--- config.mk ---
export PLATFORM = sky130hd
export DESIGN_NAME = rx_channel
export DESIGN_NICKNAME = d
export VERILOG_FILES = /design/src/rtl/rx_channel.sv
export SDC_FILE = /design/constraint.sdc
export NUM_CORES = 1
export LEC_CHECK = 0
export ABC_AREA = 0
export CAP_MARGIN = 20
export CORE_MARGIN = 2
export CORE_UTILIZATION = 56
export CTS_CLUSTER_DIAMETER = 40
export DETAILED_ROUTE_END_ITERATION = 6
export PLACE_DENSITY = 0.78
export SLEW_MARGIN = 20
export SYNTH_ARGS = -nofsm -noshare
export SYNTH_HDL_FRONTEND = slang
export SYNTH_SLANG_ARGS = --single-unit
--- constraint.sdc ---
create_clock -name Clk -period 2.6 [get_ports Clk]
set_input_delay 0.65 -clock Clk [delete_from_list [all_inputs] [get_ports Clk]]
set_output_delay 0.65 -clock Clk [all_outputs]
set_load 0.03 [all_outputs]
--- src/rtl/rx_channel.sv ---
// HDLC receive channel: flag/abort detection, zero removal, byte assembly,
// frame-end and overflow reporting for a serial line sampled once per Clk.
module rx_channel #(
  parameter int MAX_BYTES = 128
) (
  input  logic       Clk,
  input  logic       Rst,
  input  logic       Rx,
  input  logic       RxEN,
  output logic       Rx_FlagDetect,
  output logic       Rx_AbortDetect,
  output logic       Rx_ValidFrame,
  output logic       Rx_AbortSignal,
  output logic [7:0] Rx_Data,
  output logic       Rx_NewByte,
  output logic       Rx_EoF,
  output logic       Rx_FrameError,
  output logic       Rx_Overflow,
  output logic [1:0] DbgState
);

  typedef enum logic [1:0] {
    HUNT  = 2'd0,
    START = 2'd1,
    DATA  = 2'd2
  } state_t;

  state_t      state, stateNext;
  logic        rxSync;
  logic [7:0]  shiftReg;
  logic [7:0]  tagLine;
  logic [6:0]  byteShift;
  logic [2:0]  bitCnt;
  logic [2:0]  onesCnt;
  logic [7:0]  byteCnt;

  logic flagHit, abortHit, candidate, stuffed, accept, byteDone;
  logic clearFrame, eofNext, errNext, abortSigNext;

  // shiftReg doubles as the data delay line: the oldest bit leaves from bit 0.
  // tagLine marks which bits in it arrived after the last flag/abort, so
  // flag and abort bits are never handed to the byte assembler.
  assign flagHit   = (shiftReg == 8'h7E);
  assign abortHit  = (shiftReg == 8'hFE);
  assign candidate = tagLine[0] && !flagHit && !abortHit && (state != HUNT) && RxEN;
  assign stuffed   = candidate && !shiftReg[0] && (onesCnt == 3'd5);
  assign accept    = candidate && !stuffed;
  assign byteDone  = accept && (bitCnt == 3'd7);

  assign Rx_ValidFrame = (state != HUNT);
  assign DbgState      = state;

  always_comb begin
    stateNext    = state;
    clearFrame   = 1'b0;
    eofNext      = 1'b0;
    errNext      = 1'b0;
    abortSigNext = 1'b0;
    if (!RxEN) begin
      stateNext  = HUNT;
      clearFrame = 1'b1;
    end else begin
      case (state)
        HUNT: begin
          clearFrame = 1'b1;
          if (flagHit) stateNext = START;
        end
        START: begin
          if (Rx_AbortDetect) begin
            stateNext    = HUNT;
            abortSigNext = 1'b1;
            clearFrame   = 1'b1;
          end else if (flagHit) begin
            clearFrame = 1'b1;
          end else if (accept) begin
            stateNext = DATA;
          end
        end
        DATA: begin
          if (Rx_AbortDetect) begin
            stateNext    = HUNT;
            abortSigNext = 1'b1;
            clearFrame   = 1'b1;
          end else if (flagHit) begin
            // Closing flag also opens the next frame.
            stateNext  = START;
            eofNext    = 1'b1;
            errNext    = (bitCnt != 3'd0);
            clearFrame = 1'b1;
          end
        end
        default: begin
          stateNext  = HUNT;
          clearFrame = 1'b1;
        end
      endcase
    end
  end

  always_ff @(posedge Clk) begin
    if (Rst) begin
      state          <= HUNT;
      rxSync         <= 1'b1;
      shiftReg       <= 8'hFF;
      tagLine        <= 8'h00;
      byteShift      <= 7'h7F;
      bitCnt         <= 3'd0;
      onesCnt        <= 3'd0;
      byteCnt        <= 8'd0;
      Rx_FlagDetect  <= 1'b0;
      Rx_AbortDetect <= 1'b0;
      Rx_AbortSignal <= 1'b0;
      Rx_Data        <= 8'h00;
      Rx_NewByte     <= 1'b0;
      Rx_EoF         <= 1'b0;
      Rx_FrameError  <= 1'b0;
      Rx_Overflow    <= 1'b0;
    end else begin
      state          <= stateNext;
      rxSync         <= Rx;
      shiftReg       <= {rxSync, shiftReg[7:1]};
      tagLine        <= (flagHit || abortHit) ? 8'h80 : {1'b1, tagLine[7:1]};
      Rx_FlagDetect  <= flagHit;
      Rx_AbortDetect <= abortHit;
      Rx_EoF         <= eofNext;
      Rx_FrameError  <= errNext;
      Rx_AbortSignal <= abortSigNext;
      Rx_NewByte     <= 1'b0;

      if (clearFrame) begin
        bitCnt  <= 3'd0;
        byteCnt <= 8'd0;
        onesCnt <= 3'd0;
      end else if (candidate) begin
        if (shiftReg[0]) begin
          if (onesCnt != 3'd5) onesCnt <= onesCnt + 3'd1;
        end else begin
          onesCnt <= 3'd0;
        end
        if (accept) begin
          byteShift <= {shiftReg[0], byteShift[6:1]};
          bitCnt    <= bitCnt + 3'd1;
          if (byteDone) begin
            if (Rx_Overflow || (byteCnt >= 8'(MAX_BYTES))) begin
              Rx_Overflow <= 1'b1;
            end else begin
              Rx_Data    <= {shiftReg[0], byteShift};
              Rx_NewByte <= 1'b1;
              byteCnt    <= byteCnt + 8'd1;
            end
          end
        end
      end

      if (flagHit || abortHit) Rx_Overflow <= 1'b0;
    end
  end

endmodule
Floorplan with the power grid:
Bar = 20 um. Pins as bars on the die edge.
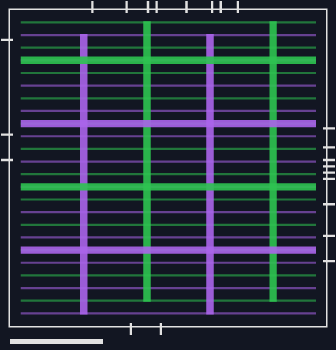
| net | color |
|---|---|
| VSS | purple |
| VDD | green |
rows: 23
met1 rails: 24
met4 straps: 4
signal pins: 22
vertical extent of the die: 67.9 um
peak supply drop: 0.000408 V
area of the core: 3970 um^2

Cells colored by class:
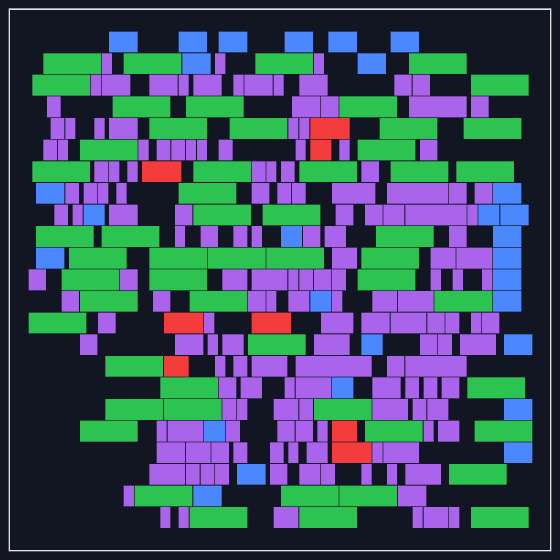
| class | color | cells | share of their area |
|---|---|---|---|
| remaining buffers and delay cells | blue | 28 | 10% |
| sequential cells | green | 55 | 43% |
| clock drivers and dummy loads | red | 8 | 3.6% |
| remaining logic cells | purple | 165 | 43% |
post-route core utilization: 0.665
Std-Cell Rows: 23

Clock distribution:
Bar = 20 um.
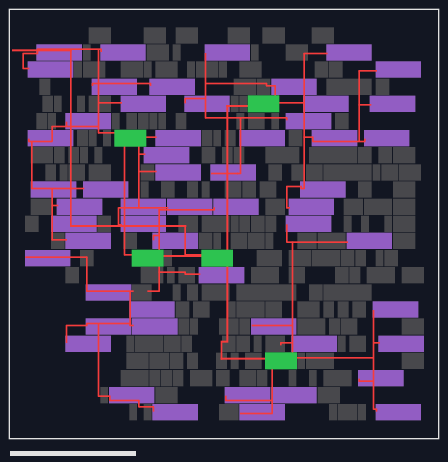
[clock wires] red | length: 586 um
[clock-net drivers] green | count: 5
[flip-flops] purple | count: 55
flops lie: widely spread
routed clock nets: 6
latest clock arrival within the worst-skew pair: 0.31 ns
Clock power frac: 0.355
setup clock skew after layout: 0.00719 ns
clock group power: 0.000486 W

==> impl_metrics.xml <==
<?xml version="1.0" encoding="UTF-8"?>
<metrics>
  <group name="floorplan">
    <metric name="floorplanUtilization" unit="">0.577</metric>
    <metric name="ioPinCount" unit="">22</metric>
    <metric name="chipArea" unit="um^2">4620</metric>
    <metric name="fp.dieW" unit="um">67.9</metric>
  </group>
  <group name="min_path">
    <metric name="whs_path_depth" unit="">1</metric>
    <metric name="whs_endpoint" unit="">shiftReg[7]</metric>
    <metric name="worstHoldStart" unit="">rxSync</metric>
    <metric name="worstHoldPathType" unit="">reg2reg</metric>
  </group>
  <group name="layout">
    <metric name="layout-drive-gt1-share" unit="">0.137</metric>
    <metric name="post_layout_nonfiller_instances" unit="">306</metric>
    <metric name="num_antenna_cells" unit="">0</metric>
    <metric name="layout_top_cell" unit="">sky130_fd_sc_hd__dfxtp_1</metric>
    <metric name="area.growth.synth_to_final" unit="%">15.4</metric>
    <metric name="commonest_cells_after_routing_fill_and_taps_aside" unit="">sky130_fd_sc_hd__dfxtp_1, sky130_fd_sc_hd__nand2_1, sky130_fd_sc_hd__clkdlybuf4s50_1, sky130_fd_sc_hd__a21oi_1, sky130_fd_sc_hd__nor2_1</metric>
    <metric name="nets" unit="">270</metric>
  </group>
  <group name="final_timing">
    <metric name="timing.max_slew.rel_slack" unit="">0.611</metric>
    <metric name="report.final.slew_viol_count" unit="">0</metric>
    <metric name="finalCritPeriodShare" unit="">0.952</metric>
    <metric name="timing_hold_violations_final" unit="">0</metric>
    <metric name="setup_viol" unit="">0</metric>
    <metric name="setup_repair_after_global_routing_missed_its_margin" unit="">false</metric>
    <metric name="setup_tns" unit="ns">0</metric>
    <metric name="min_period" unit="ns">2.48</metric>
    <metric name="setup_slack_of_the_critical_path_after_layout" unit="ns">0.124</metric>
    <metric name="worst_slew_pin_slew" unit="ns">0.583</metric>
    <metric name="max_clock_freq" unit="MHz">404</metric>
  </group>
  <group name="critical_path">
    <metric name="timing.critical_path.cells" unit="">inv_1, ha_1, inv_1, clkdlybuf4s50_1</metric>
    <metric name="crit_type" unit="">reg2out</metric>
    <metric name="timing.reg2reg.worst_path_depth" unit="">8</metric>
    <metric name="critPathLaunchType" unit="">flop</metric>
    <metric name="worstReg2RegStart" unit="">DbgState[1]</metric>
    <metric name="critPathArrivalTime" unit="ns">1.83</metric>
    <metric name="endpoint_of_the_worst_slack_reg_to_reg_timing_path" unit="">Rx_Data[7]</metric>
    <metric name="cpLargestDelayFamily" unit="">buffers and inverters</metric>
    <metric name="critical_path_peak_fanout" unit="">7</metric>
    <metric name="rrSetupSlack" unit="ns">0.57</metric>
    <metric name="required" unit="ns">1.95</metric>
    <metric name="buffers_inverters_on_critical_path" unit="">3</metric>
    <metric name="timing.critical_path.slowest_cell_delay" unit="ns">0.66</metric>
    <metric name="critPathSlowestCell" unit="">sky130_fd_sc_hd__clkdlybuf4s50_1</metric>
    <metric name="cell_with_the_most_instances_on_the_worst_path" unit="">sky130_fd_sc_hd__inv_1</metric>
    <metric name="worstSetupEndpointType" unit="">output port</metric>
  </group>
  <group name="logic_synthesis">
    <metric name="netlist_top_cells_area" unit="">sky130_fd_sc_hd__dfxtp_1, sky130_fd_sc_hd__ha_1, sky130_fd_sc_hd__mux2i_1</metric>
    <metric name="synth_async_sr_flop_share" unit="">0</metric>
    <metric name="top_area_cell" unit="">sky130_fd_sc_hd__dfxtp_1</metric>
    <metric name="synth.lib_cells_used.distinct" unit="">48</metric>
    <metric name="dominantRegCellSynth" unit="">sky130_fd_sc_hd__dfxtp_1</metric>
    <metric name="yosys_cells" unit="">231</metric>
    <metric name="compound_area_frac" unit="">0.114</metric>
    <metric name="yosysWarnings" unit="">0</metric>
    <metric name="synth-area-yosys" unit="um^2">2290</metric>
    <metric name="netlist_area" unit="um^2">2290</metric>
    <metric name="ys_top_cells_by_count" unit="">sky130_fd_sc_hd__dfxtp_1, sky130_fd_sc_hd__nand2_1, sky130_fd_sc_hd__a21oi_1, sky130_fd_sc_hd__nor2_1</metric>
    <metric name="synth-seq-area-share" unit="">0.481</metric>
    <metric name="synth_adder_area_share" unit="">0.0601</metric>
    <metric name="synth.mux.area_fraction" unit="">0.0481</metric>
    <metric name="ys_sh_simple" unit="">0.240</metric>
    <metric name="xor_and_xnor_fraction_of_the_mapped_netlist_area" unit="">0.00765</metric>
    <metric name="avgSynthCellArea" unit="um^2">9.91</metric>
    <metric name="netlist.top_cell.by_instances" unit="">sky130_fd_sc_hd__dfxtp_1</metric>
    <metric name="synth_flop_count" unit="">55</metric>
    <metric name="synth.comb.largest_family" unit="">simple AND/OR/NAND/NOR gates</metric>
    <metric name="mappedNetlistNets" unit="">246</metric>
    <metric name="syn_inst" unit="">231</metric>
    <metric name="synth_top_area_share" unit="">0.481</metric>
    <metric name="synth-edff-count" unit="">0</metric>
  </group>
  <group name="route">
    <metric name="detail_route.wl_per_cell" unit="um">13.0</metric>
    <metric name="via_per_inst" unit="">5.36</metric>
    <metric name="drc" unit="">0</metric>
    <metric name="drt_wl_total" unit="um">3980</metric>
    <metric name="number_of_drc_markers_in_iteration_0" unit="">54</metric>
    <metric name="postRouteAntennaNets" unit="">0</metric>
    <metric name="routed-via-count" unit="">1641</metric>
    <metric name="drt-pass1-iter-count" unit="">4</metric>
  </group>
  <group name="grt">
    <metric name="antenna_found_initial" unit="">0</metric>
    <metric name="grt.total_usage" unit="">0.191</metric>
    <metric name="vias_in_the_first_global_route" unit="">1500</metric>
    <metric name="grt_max_degree" unit="">26</metric>
    <metric name="grt_first_pass_wirelength" unit="um">6590</metric>
    <metric name="globalRouteOverflowTotal" unit="">0</metric>
  </group>
  <group name="clock_network">
    <metric name="cts_buffers" unit="">5</metric>
    <metric name="post_cts.repair.setup_buffers" unit="">0</metric>
    <metric name="clkTransAtPathRegs" unit="ns">0.10</metric>
    <metric name="cts_resized" unit="">0</metric>
    <metric name="cts_tree" unit="">done</metric>
    <metric name="cts.path.max_buffers" unit="">2</metric>
    <metric name="hold_buffers" unit="">0</metric>
    <metric name="cts-htree-levels" unit="">2</metric>
    <metric name="clk_root_buffer_cell" unit="">sky130_fd_sc_hd__clkbuf_8</metric>
  </group>
  <group name="run">
    <metric name="drv.max_cap_violation_count" unit="">0</metric>
    <metric name="stage_log_warnings" unit="">33</metric>
  </group>
  <group name="power">
    <metric name="power.leakage" unit="nW">1.03</metric>
    <metric name="total_power" unit="W">0.00137</metric>
    <metric name="powerDensity" unit="nW/um^2">518</metric>
  </group>
  <group name="place">
    <metric name="numPortBuffers" unit="">21</metric>
    <metric name="dp.cells" unit="">298</metric>
    <metric name="dpl.hpwl" unit="um">2850</metric>
    <metric name="dpl_worst_slack" unit="ns">0.213</metric>
    <metric name="place.gp.congestion" unit="">0.806</metric>
  </group>
  <group name="status">
    <metric name="status" unit="">finished clean</metric>
  </group>
</metrics>
Signal wires by layer:
Bar = 20 um.
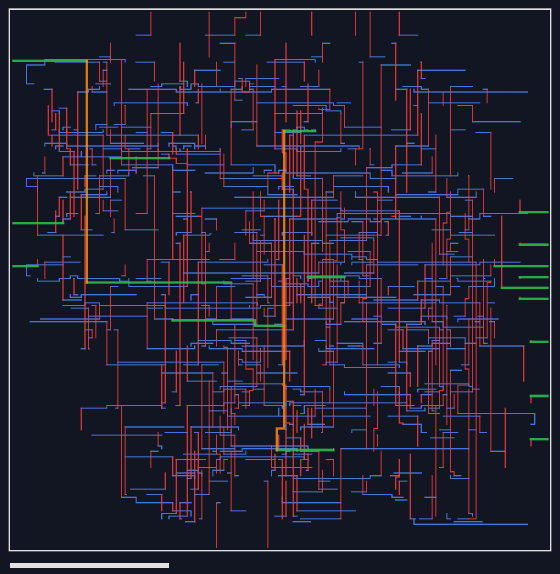
| layer | color | wire length |
|---|---|---|
| M4 | orange | 68.9 um |
| M1 | blue | 1850 um |
| M2 | red | 1960 um |
| M3 | green | 107 um |

Clock nets:
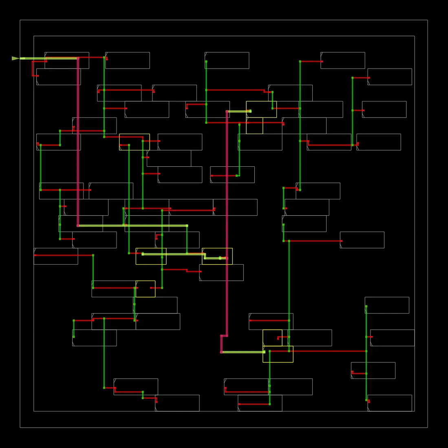
flip-flops: 55
TritonCTS Sinks: 55

[how the worst max path moves through the flow]
stage / start / endpoint / slack, ns / cells after the start
after global routing: DbgState[1] / Rx_ValidFrame / 0.04 / 4
after CTS: DbgState[1] / Rx_ValidFrame / 0.11 / 4
after floorplan: DbgState[0] / byteCnt[4] / 0.56 / 8
after detailed placement: RxEN / Rx_Data[2] / 0.21 / 7
after global placement: RxEN / byteCnt[6] / 0.27 / 5
final: DbgState[1] / Rx_ValidFrame / 0.12 / 4
[metrics by stage]
stage	util	hold WS (ns)	area (um^2)
floorplan	-	0.389	2290
CTS	0.665	0.423	2640
finish	0.665	0.419	2640
global placement	0.641	0.392	2550
detailed placement	0.641	0.397	2550
global route	0.665	0.454	2640
[final cells by class]
type / instances / area, um^2
Tap cell: 50 / 62.6
Fill cell: 332 / 1330
Multi-Input combinational cell: 153 / 1080
Sequential cell: 55 / 1100
Clock buffer: 5 / 68.8
Timing Repair Buffer: 28 / 263
Clock inverter: 3 / 25.0
Inverter: 12 / 45.0
[where the power goes]
part           switching (W)  internal (W)  leakage, nW  total (W)
Clock               0.000289      0.000197       0.0452   0.000486
Sequential        0.00000357      0.000847        0.445   0.000851
Combinational      0.0000192     0.0000126        0.541  0.0000319
[logic make-up after synthesis]
family,count (synthesis)
xor+xnor,2
mux,11
simple gates,94
buf+inv,23
compound gates,35
flops,55
fa+ha+maj,11
[routing by layer]
layer  vias up  routed length [um]  part of all wire  GRT usage
met5         -                   0                 0          0
li1        839                   -                 -          -
met3         5                 106             0.027     0.0345
met2        20                1960              0.49      0.334
met4         0                  68             0.017     0.0900
met1       777                1850              0.46      0.226
Power figures rest on the tool's default switching activity, not on a simulated workload.
